Figure 1. Met1 routing (run 1).
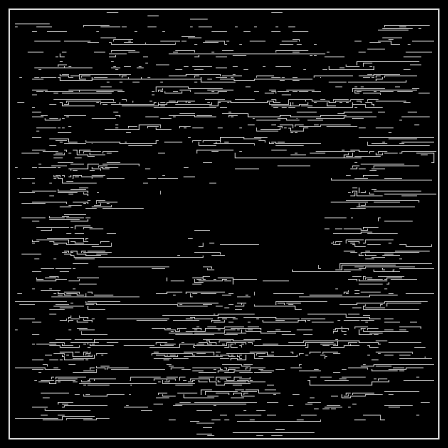
Figure 2. The metal 2 layer (run 1).
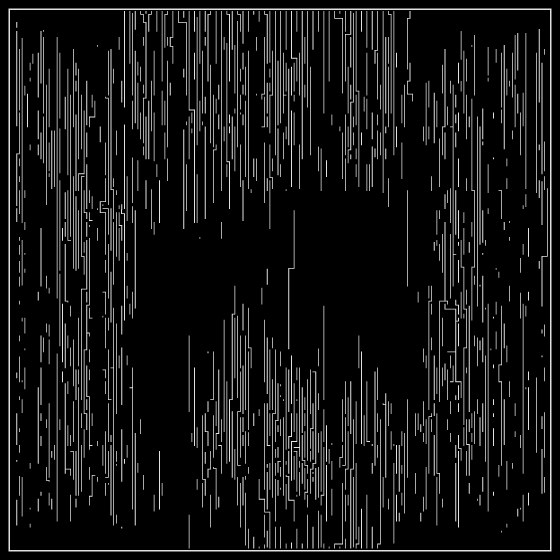
Figure 3. Met3 routing (run 1).
Scale bar: 20 um.
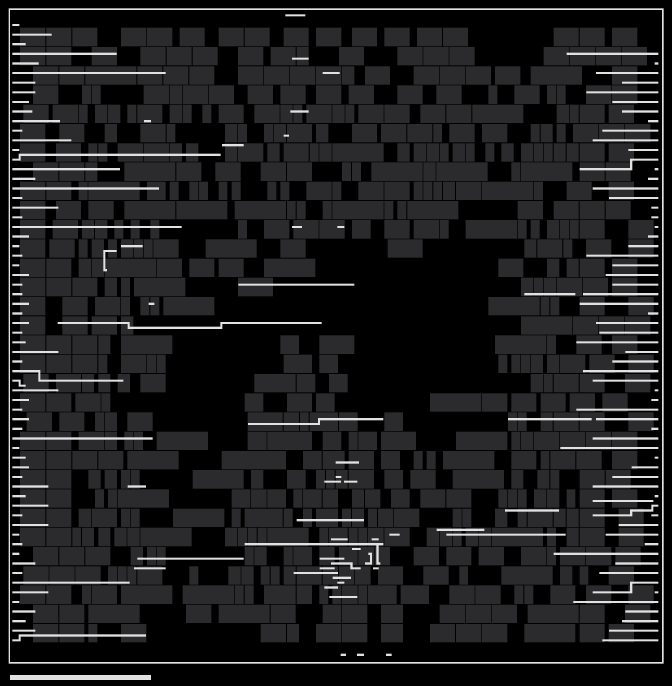
File: config.mk
export PLATFORM = sky130hd
export DESIGN_NAME = cdb_arbiter
export DESIGN_NICKNAME = d
export VERILOG_FILES = /design/src/rtl/cdb_arbiter_pkg.sv /design/src/rtl/cdb_arbiter_rr_priority_pick.sv /design/src/rtl/cdb_arbiter.sv
export SDC_FILE = /design/constraint.sdc
export NUM_CORES = 1
export LEC_CHECK = 0
export ABC_AREA = 1
export CORE_UTILIZATION = 36
export CTS_CLUSTER_SIZE = 14
export DETAILED_ROUTE_END_ITERATION = 8
export HOLD_SLACK_MARGIN = 0.12
export PLACE_DENSITY = 0.91
export SLEW_MARGIN = 5
export SYNTH_ARGS = -nofsm -noshare
export SYNTH_HDL_FRONTEND = slang
export SYNTH_SLANG_ARGS = --single-unit
File: constraint.sdc
create_clock -name clk -period 4.66 [get_ports clk]
set_input_delay 1.165 -clock clk [delete_from_list [all_inputs] [get_ports clk]]
set_output_delay 1.165 -clock clk [all_outputs]
set_load 0.01 [all_outputs]
File: src/rtl/cdb_arbiter_pkg.sv
// rtl/cdb_arbiter_pkg.sv - shared CDB types, FU indices and default widths
`ifndef XLEN
`define XLEN 32
`endif
`ifndef ROB_SIZE
`define ROB_SIZE 6
`endif

package cdb_arbiter_pkg;

    localparam int XLEN_W    = `XLEN;
    localparam int ROB_TAG_W = `ROB_SIZE;

    localparam int NUM_FU  = 4;
    localparam int FU_ALU0 = 0;
    localparam int FU_ALU1 = 1;
    localparam int FU_LSU  = 2;
    localparam int FU_BRU  = 3;

    // One broadcast slot as seen by the reservation stations and the ROB.
    typedef struct packed {
        logic                 valid;
        logic [ROB_TAG_W-1:0] tag;
        logic [XLEN_W-1:0]    value;
    } cdb_bus_t;

endpackage

File: src/rtl/cdb_arbiter_rr_priority_pick.sv
// rtl/cdb_arbiter_rr_priority_pick.sv - rotate/find-first/rotate-back round-robin picker
module cdb_arbiter_rr_priority_pick #(
    parameter int N     = 4,
    parameter int SRC_W = $clog2(N)
) (
    input  logic [N-1:0]     req_i,
    input  logic [SRC_W-1:0] ptr_i,
    output logic [N-1:0]     grant_o,
    output logic [SRC_W-1:0] idx_o,
    output logic             any_o
);

    localparam logic [SRC_W:0] N_W = (SRC_W+1)'(N);

    logic [2*N-1:0]   doubled;
    logic [N-1:0]     rotated;
    logic [SRC_W-1:0] first;
    logic [SRC_W:0]   sum;

    always_comb begin
        doubled = {req_i, req_i};
        rotated = doubled[ptr_i +: N];
        any_o   = 1'b0;
        first   = '0;
        // Descending scan so the lowest set bit (closest to the pointer) wins.
        for (int i = N - 1; i >= 0; i--) begin
            if (rotated[i]) begin
                any_o = 1'b1;
                first = SRC_W'(i);
            end
        end
        sum = {1'b0, first} + {1'b0, ptr_i};
        if (sum >= N_W) begin
            sum = sum - N_W;
        end
        idx_o   = sum[SRC_W-1:0];
        grant_o = '0;
        if (any_o) begin
            grant_o[idx_o] = 1'b1;
        end
    end

endmodule

File: src/rtl/cdb_arbiter.sv
// rtl/cdb_arbiter.sv - round-robin CDB arbiter with registered broadcast; CDB_ARB_STATS_EN adds grant counters
module cdb_arbiter
    import cdb_arbiter_pkg::*;
#(
    parameter int NUM_REQ = NUM_FU,
    parameter int DATA_W  = XLEN_W,
    parameter int TAG_W   = ROB_TAG_W,
    parameter int SRC_W   = $clog2(NUM_REQ)
) (
    input  logic                      clk,
    input  logic                      rst,
    input  logic                      stall_i,
    input  logic                      flush_i,
    input  logic [NUM_REQ-1:0]        req_valid_i,
    input  logic [NUM_REQ*TAG_W-1:0]  req_tag_i,
    input  logic [NUM_REQ*DATA_W-1:0] req_value_i,
    output logic [NUM_REQ-1:0]        req_ready_o,
    output logic                      cdb_valid_o,
    output logic [TAG_W-1:0]          cdb_tag_o,
    output logic [DATA_W-1:0]         cdb_value_o,
    output logic [SRC_W-1:0]          cdb_src_o
`ifdef CDB_ARB_STATS_EN
    ,
    output logic [NUM_REQ*16-1:0]     grant_cnt_o
`endif
);

    logic [NUM_REQ-1:0] pick_req;
    logic [NUM_REQ-1:0] grant;
    logic [SRC_W-1:0]   grant_idx;
    logic               grant_any;

    logic [SRC_W-1:0]  ptr_q,   ptr_d;
    logic              valid_q, valid_d;
    logic [TAG_W-1:0]  tag_q,   tag_d;
    logic [DATA_W-1:0] value_q, value_d;
    logic [SRC_W-1:0]  src_q,   src_d;

    // Masking the request vector keeps ready independent of the output register.
    assign pick_req = (rst || stall_i || flush_i) ? '0 : req_valid_i;

    cdb_arbiter_rr_priority_pick #(
        .N     (NUM_REQ),
        .SRC_W (SRC_W)
    ) u_pick (
        .req_i   (pick_req),
        .ptr_i   (ptr_q),
        .grant_o (grant),
        .idx_o   (grant_idx),
        .any_o   (grant_any)
    );

    assign req_ready_o = grant;

    always_comb begin
        ptr_d   = ptr_q;
        valid_d = grant_any;
        tag_d   = tag_q;
        value_d = value_q;
        src_d   = src_q;
        if (grant_any) begin
            tag_d   = req_tag_i[grant_idx*TAG_W +: TAG_W];
            value_d = req_value_i[grant_idx*DATA_W +: DATA_W];
            src_d   = grant_idx;
            ptr_d   = (grant_idx == SRC_W'(NUM_REQ - 1)) ? '0 : grant_idx + 1'b1;
        end
    end

    always_ff @(posedge clk) begin
        if (rst) begin
            ptr_q   <= '0;
            valid_q <= 1'b0;
            tag_q   <= '0;
            value_q <= '0;
            src_q   <= '0;
        end else begin
            ptr_q   <= ptr_d;
            valid_q <= valid_d;
            tag_q   <= tag_d;
            value_q <= value_d;
            src_q   <= src_d;
        end
    end

    assign cdb_valid_o = valid_q;
    assign cdb_tag_o   = tag_q;
    assign cdb_value_o = value_q;
    assign cdb_src_o   = src_q;

`ifdef CDB_ARB_STATS_EN
    logic [15:0] cnt_q [NUM_REQ];

    always_ff @(posedge clk) begin
        for (int i = 0; i < NUM_REQ; i++) begin
            if (rst) begin
                cnt_q[i] <= '0;
            end else if (grant[i] && (cnt_q[i] != 16'hFFFF)) begin
                cnt_q[i] <= cnt_q[i] + 16'd1;
            end
        end
    end

    for (genvar g = 0; g < NUM_REQ; g++) begin : g_cnt_out
        assign grant_cnt_o[g*16 +: 16] = cnt_q[g];
    end
`endif

endmodule

==> qor.txt, run 1 <==
1st-pass router iterations = 5
Worst Path Buf+Inv = 5
outcome = completed
io pins = 205
Critical Path RT = 3.49 ns
Top pwr grp = combinational logic
worst r2r dst = cdb_value_o[15]
area fraction in compound gates = 1.793%
fraction of layout cells with a size suffix above 1 = 8.595%
Placed Instance Area = 0.005087 mm^2
pin count of the biggest net entering global routing = 47
Sequential Power Share = 18.0%
Core ar. = 0.007807 mm^2
Fmax achieved = 219.2 MHz
combinational share of power = 76.1%
Yosys warning count = 0
initial antenna violation count = 0
critical path endpoint category = primary output
Cells after DPL = 692
WS Path Type = in -> out
Simple Share, Synth = 35.06%
design area = 0.005248 mm^2
Leak = 2.368 nW
Worst-Margin Slew = 0.7461 ns
Post-Synthesis Cells = 398
critical path arrival = 3.40 ns
Num CTS Buffers = 5
Worst R2R Path Depth = 13
final cycle utilization of the critical path = 97.92%
deepest clock path buffer count = 2
Die W = 92.22 um
PwrDens = 728.8 mW/mm^2
maxcap violations = 0
synthesized net count = 560
full die area = 0.008505 mm^2
sw power = 1.779 mW
GP Congestion = 0.9200
nets = 766
setup tns final = 0 ns
slew margin rel. = 50.26%
Max stage delay cell, worst path = dlygate4sd2_1
Cell Type Count = 26
Mapped Area = 0.002930 mm^2
dpl ws = -0.5129 ns
Total GRT Usage = 23.78%
crit-path cells = dlygate4sd2_1 -> nor2_4 -> buf_4 -> nand4_1 -> nand3_1 -> nand2_1 -> a21oi_2 -> nor2_2 -> ha_4 -> xor2_2 -> inv_1 -> nand3_2 -> buf_4 -> a21oi_1 -> clkdlybuf4s15_1
Max VDD drop = 0.0004138 V
Sequential Power = 687 uW
CP max stage delay = 0.26 ns
vias in the first global route = 3,511
About Figure 1:
wire length on this layer: 3,820 um
share of all routed wire: 37%
nets with wire on the layer: 653
met1 GRT Util: 25.29%
Post-Route WL: 10,210 um

About Figure 2:
main direction: vertical
longest straight run: 44.5 um
via count: 3,604
routing usage on met2: 44.65%

About Figure 3:
nets with wire on the layer: 157
main direction: horizontal
GR Layer Usage met3: 7.380%

==> run 1: cell usage after synthesis <==
cell | number | share of area (%)
a21oi_1 | 3 | 0.51
buf_1 | 6 | 0.77
buf_2 | 9 | 1.5
buf_4 | 4 | 1.0
buf_6 | 3 | 1.2
clkbuf_1 | 7 | 0.90
dfxtp_1 | 43 | 29
ha_1 | 2 | 0.85
inv_1 | 7 | 0.90
inv_2 | 3 | 0.38
mux2i_1 | 76 | 26
nand2_1 | 127 | 16
nand2_2 | 4 | 0.85
nand3_1 | 79 | 13
nand3_2 | 1 | 0.34
nand3_4 | 1 | 0.60
nand4_1 | 8 | 1.7
nor2_1 | 5 | 0.64
nor2_2 | 1 | 0.21
nor2_4 | 2 | 0.77
nor3_1 | 1 | 0.17
o21ai_0 | 1 | 0.17
o21ai_1 | 2 | 0.34
o21ai_4 | 1 | 0.56
o22ai_1 | 1 | 0.21
xor2_1 | 1 | 0.30
==> run 1: cells in the final DEF (no fill, tap or decap), types with 3 or more instances in the layout <==
cell type,Yosys,routed
clkdlybuf4s50_1,0,197
nand2_1,127,126
nand3_1,79,78
mux2i_1,76,76
dfxtp_1,43,43
buf_4,4,23
nand4_1,8,8
inv_1,7,7
clkbuf_8,0,5
nand2_2,4,4
nor2_1,5,4
nor2_4,2,3
inv_2,3,3
dlygate4sd2_1,0,3
==> run 1: tightest hold or removal path: cells and delay by family (launching register included) <==
| family | cells | cell delay, ns |
|---|---|---|
| flops | 1 | 0.31 |
| simple gates | 2 | 0.10 |
==> run 1: kinds of logic after synthesis <==
logic type	after synthesis
compound gates	8
simple gates	229
flops	43
buf+inv	39
xor+xnor	1
fa+ha+maj	2
mux	76
==> run 1: how the worst min path moves through the flow <==
stage / from / endpoint / slack, ns / cells past startpoint
2_1_floorplan: cdb_tag_o[0] / cdb_tag_o[0] / 0.47 / 2
3_3_place_gp: cdb_value_o[1] / cdb_value_o[1] / 0.44 / 2
3_5_place_dp: cdb_value_o[9] / cdb_value_o[9] / 0.44 / 2
4_1_cts: cdb_value_o[9] / cdb_value_o[9] / 0.46 / 2
5_1_grt: cdb_value_o[5] / cdb_value_o[5] / 0.47 / 2
6_report: cdb_value_o[29] / cdb_value_o[29] / 0.45 / 2
==> run 1: area by class of cell <==
type	count	area (um^2)	area share [%]
timing repair buffer	227	2208	42.08
multi-input combinational	316	1921	36.60
sequential	43	860.8	16.40
tap	102	127.6	2.432
clock buffer	6	72.57	1.383
inverter	10	37.54	0.7153
clock inverter	2	12.51	0.2384
timing repair inverter	1	7.507	0.1431
==> run 1: registers in the layout, summed over array words and instances, names as in the netlist <==
signal	count
cdb_src_o	2
cdb_valid_o	1
cdb_tag_o	6
ptr_q	2
cdb_value_o	32
==> run 1: per-layer routing <==
layer | GRT usage, % | vias to the layer above | part of all wire, %
li1 | - | 1756 | -
met1 | 25.29 | 1623 | 37
met2 | 44.65 | 201 | 51
met3 | 7.380 | 24 | 9.3
met4 | 6.771 | 0 | 2.2
met5 | 0 | - | 0
==> run 1: repair_timing <==
action,4_1_cts,5_1_grt
setup buffers,3,3
hold buffers,0,0
gates cloned,0,1
gates resized,14,6
endpoints found under the setup margin,4,4
pin swaps,7,3
Figure 4. Routing congestion (run 1).
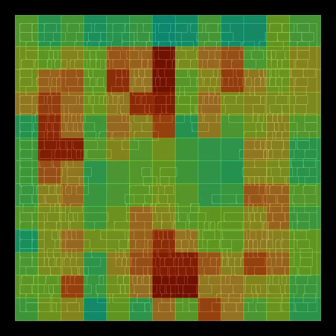

==> inputs of run 2 (changes only) <==
- HOLD_SLACK_MARGIN: 0.12 -> 0.05
- PLACE_DENSITY: 0.91 -> 0.88
Figure 5. Routing congestion (run 2).
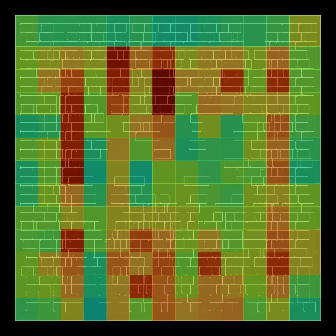
wire per inst: 14.08 um
GRT busiest layer: met2

Figure 6. The metal 2 layer (run 2).
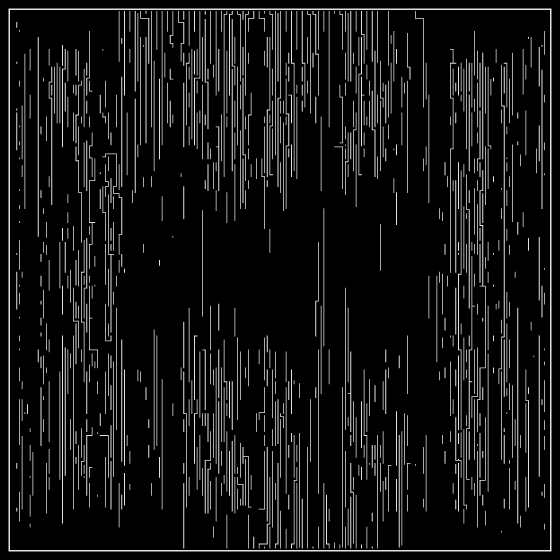
share of all routed wire: 52%
wire length on this layer: 5,090 um
main direction: vertical
via count: 3,515
Post-Route WL: 9868 um
routing usage on met2: 42.54%

Figure 7. Met1 routing (run 2).
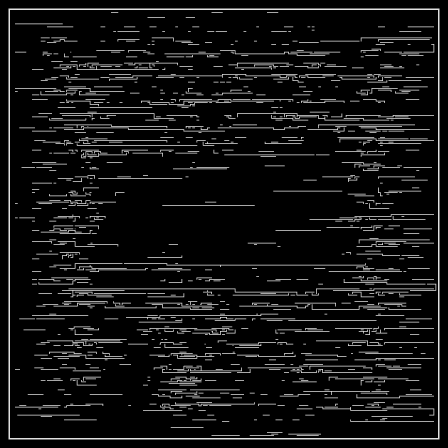
main direction: horizontal
nets with wire on the layer: 647
longest straight run: 42.8 um
wire length on this layer: 3,840 um
met1 GRT Util: 24.10%

==> run 2 against run 1 <==
Effect of this change:
- sequential power shrank 0.6%
- sequential cell count is the same
- synthesized cell count is the same
- clock skew shrank 0.00065 ns
- critical path depth is the same
- global-route usage shrank 1.4 points
- clock power is essentially flat
- cell count shrank 0.85%
- combinational power shrank 3%
- highest routed layer unchanged
- area after synthesis is the same
- die size is the same
==> qor.txt, run 2 <==
WS Path Type = in -> out
Pins Over Slew Limit = 0
met3 WL post-DR = 766 um
Num CTS Buffers = 5
combinational share of power = 75.8%
full die area = 0.008505 mm^2
Die W = 92.22 um
hold crit path type = reg -> reg
Cell Type Count = 26
Critical Path RT = 3.49 ns
hold path endpoint = cdb_tag_o[4]
Synth Register Bits = 43
Yosys warning count = 0
max FFs per register = 32
vias per cell = 5.014
synthesized net count = 560
yosys cell count = 398
flip-flops with a built-in enable = 0
io pins = 205
outcome = completed
Post-DRT Antenna Nets = 0
syn_area_per_cell = 7.363 um^2
Port-buffer cells = 204
GP Congestion = 0.8000
vias in the first global route = 3,442
fraction of layout cells with a size suffix above 1 = 7.179%
slew margin rel. = 51.20%
pin count of the biggest net entering global routing = 47
grt total ovfl = 0
Worst-Margin Slew = 0.7320 ns
DR DRC count = 0
Mapped Area = 0.002930 mm^2
# setup viols final = 0
tool warnings = 26
nets = 760
Placed Instance Area = 0.005087 mm^2
flop2flop setup slack = 1.86 ns
1st-pass router iterations = 4
final tally of hold violations = 0
top cell type by total area after synthesis = dfxtp_1
first-pass GRT wire length = 15,320 um
sw power = 1.742 mW
switch share = 46.59%
maxcap violations = 0
CTS sink cnt = 43
hold bufs inserted after CTS = 0
deepest clock path buffer count = 2
PwrDens = 721.9 mW/mm^2
Worst Path Buf+Inv = 5
initial antenna violation count = 0
Die Height = 92.22 um
Synth async-reset ratio = 0%
Max VDD drop = 0.0005217 V
Core ar. = 0.007807 mm^2
final cycle utilization of the critical path = 96.65%
P_int = 1.997 mW
metal2 WL = 5089 um
Max stage delay cell, worst path = clkdlybuf4s50_1
design area = 0.005179 mm^2
Top cell excl fill/tap = clkdlybuf4s50_1
cell with the most instances after synthesis = nand2_1
worst r2r dst = cdb_value_o[12]
critical path endpoint category = primary output
Sequential Power Share = 18.3%
Area leader share = 29.38%
Detailed Place HPWL = 7659 um
Worst Clk Skew = 0.005149 ns
most common library cells after synthesis = nand2_1, nand3_1, mux2i_1
Core Rows = 32
Fmax achieved = 222.0 MHz
Worst R2R Path Depth = 13
crit-path cells = clkdlybuf4s50_1 -> nand4_1 -> nand3_2 -> o21ai_4 -> inv_1 -> a21oi_1 -> nor2_2 -> ha_4 -> xor2_2 -> inv_1 -> nand3_2 -> nand2_2 -> buf_4 -> nor2_1 -> dlygate4sd2_1
Leak = 2.344 nW
Top Layout Cells = clkdlybuf4s50_1, nand2_1, nand3_1, mux2i_1, dfxtp_1
Total GRT Usage = 22.42%
Synth Flop Type = dfxtp_1
CP max stage delay = 0.50 ns
drt initial violations = 69
Post-Synthesis Cells = 398
TritonCTS clock tree = yes
Top Layer Used = met4
Hold Path Origin = cdb_tag_o[4]
met1 WL = 3844 um
Clk Tree Root Cell = clkbuf_8
critical path arrival = 3.34 ns
hold path cells = 2
Synth area leaders = dfxtp_1, mux2i_1, nand2_1
min cycle time layout = 4.504 ns
run 2: worst register-to-register path, stage by stage, from the launching register on:
cell and delay [ns]:
dfxtp_1 0.49, inv_2 0.11, nand4_1 0.14, nand3_2 0.12, o21ai_4 0.09, inv_1 0.05
a21oi_1 0.17, nor2_2 0.07, ha_4 0.29, buf_4 0.58, mux2i_1 0.31, nand3_1 0.11
nand3_1 0.13, nand2_1 0.05
run 2: layout make-up:
type                            count  area, um^2
Inverter                           10       37.54
Clock inverter                      1       5.005
Tap cell                          102       127.6
Multi-Input combinational cell    316        1907
Sequential cell                    43       860.8
Clock buffer                        7       76.32
Timing Repair Buffer              221        2157
Fill cell                         651        2629
Timing Repair inverter              1       7.507
run 2: repair_timing:
action	CTS	global route
setup buffers	0	0
setup endpoints to repair	4	4
resized	10	5
pin swaps	5	4
gates cloned	0	1
run 2: worst max path at each step:
stage	startpoint	end	cells past startpoint
5_1_grt	flush_i	req_ready_o[0]	16
6_report	req_valid_i[0]	req_ready_o[0]	15
4_1_cts	rst	req_ready_o[1]	16
3_5_place_dp	flush_i	req_ready_o[1]	16
3_3_place_gp	flush_i	req_ready_o[1]	16
2_1_floorplan	flush_i	req_ready_o[1]	12
run 2: logic make-up (layout without fill, tap and decap cells):
group / count (synthesis) / after routing / share of synthesized area [%]
adders and majority gates: 2 / 2 / 0.8538
and+or+nand+nor: 229 / 229 / 35.06
DFF: 43 / 43 / 29.38
buffers and inverters: 39 / 240 / 6.661
AOI/OAI and AO/OA: 8 / 8 / 1.793
muxes: 76 / 76 / 25.96
xor gates and xnor gates: 1 / 1 / 0.2989
run 2: power groups by stage:
| stage | Sequential [mW] | Clock (mW) | Combinational (mW) |
|---|---|---|---|
| after CTS | 0.684 | 0.231 | 2.86 |
| after floorplan | 0.755 | 0 | 1.86 |
| after detailed placement | 0.687 | 0 | 2.86 |
| final | 0.683 | 0.224 | 2.83 |
| after global routing | 0.705 | 0.247 | 3.11 |
| after global placement | 0.686 | 0 | 2.79 |
run 2: metrics by stage:
stage	setup WS (ns)	hold slack (ns)	setup TNS, ns	instances	utilization, %
after detailed placement	-0.4227	0.4394	-1.391	692	65.16
after global placement	-0.3477	0.4360	-1.091	692	65.16
after CTS	0.002220	0.4550	0	700	66.30
after floorplan	0.1830	0.4735	0	398	-
after global routing	0.008349	0.4724	0	701	66.33
final	0.1561	0.4512	0	701	66.33
run 2: routing by layer:
metal	global-route usage [%]	vias to the layer above
met1	24.10	1587
met5	0	-
li1	-	1749
met3	5.224	14
met2	42.54	165
met4	7.552	0
Power is estimated from default activity; no workload was simulated.
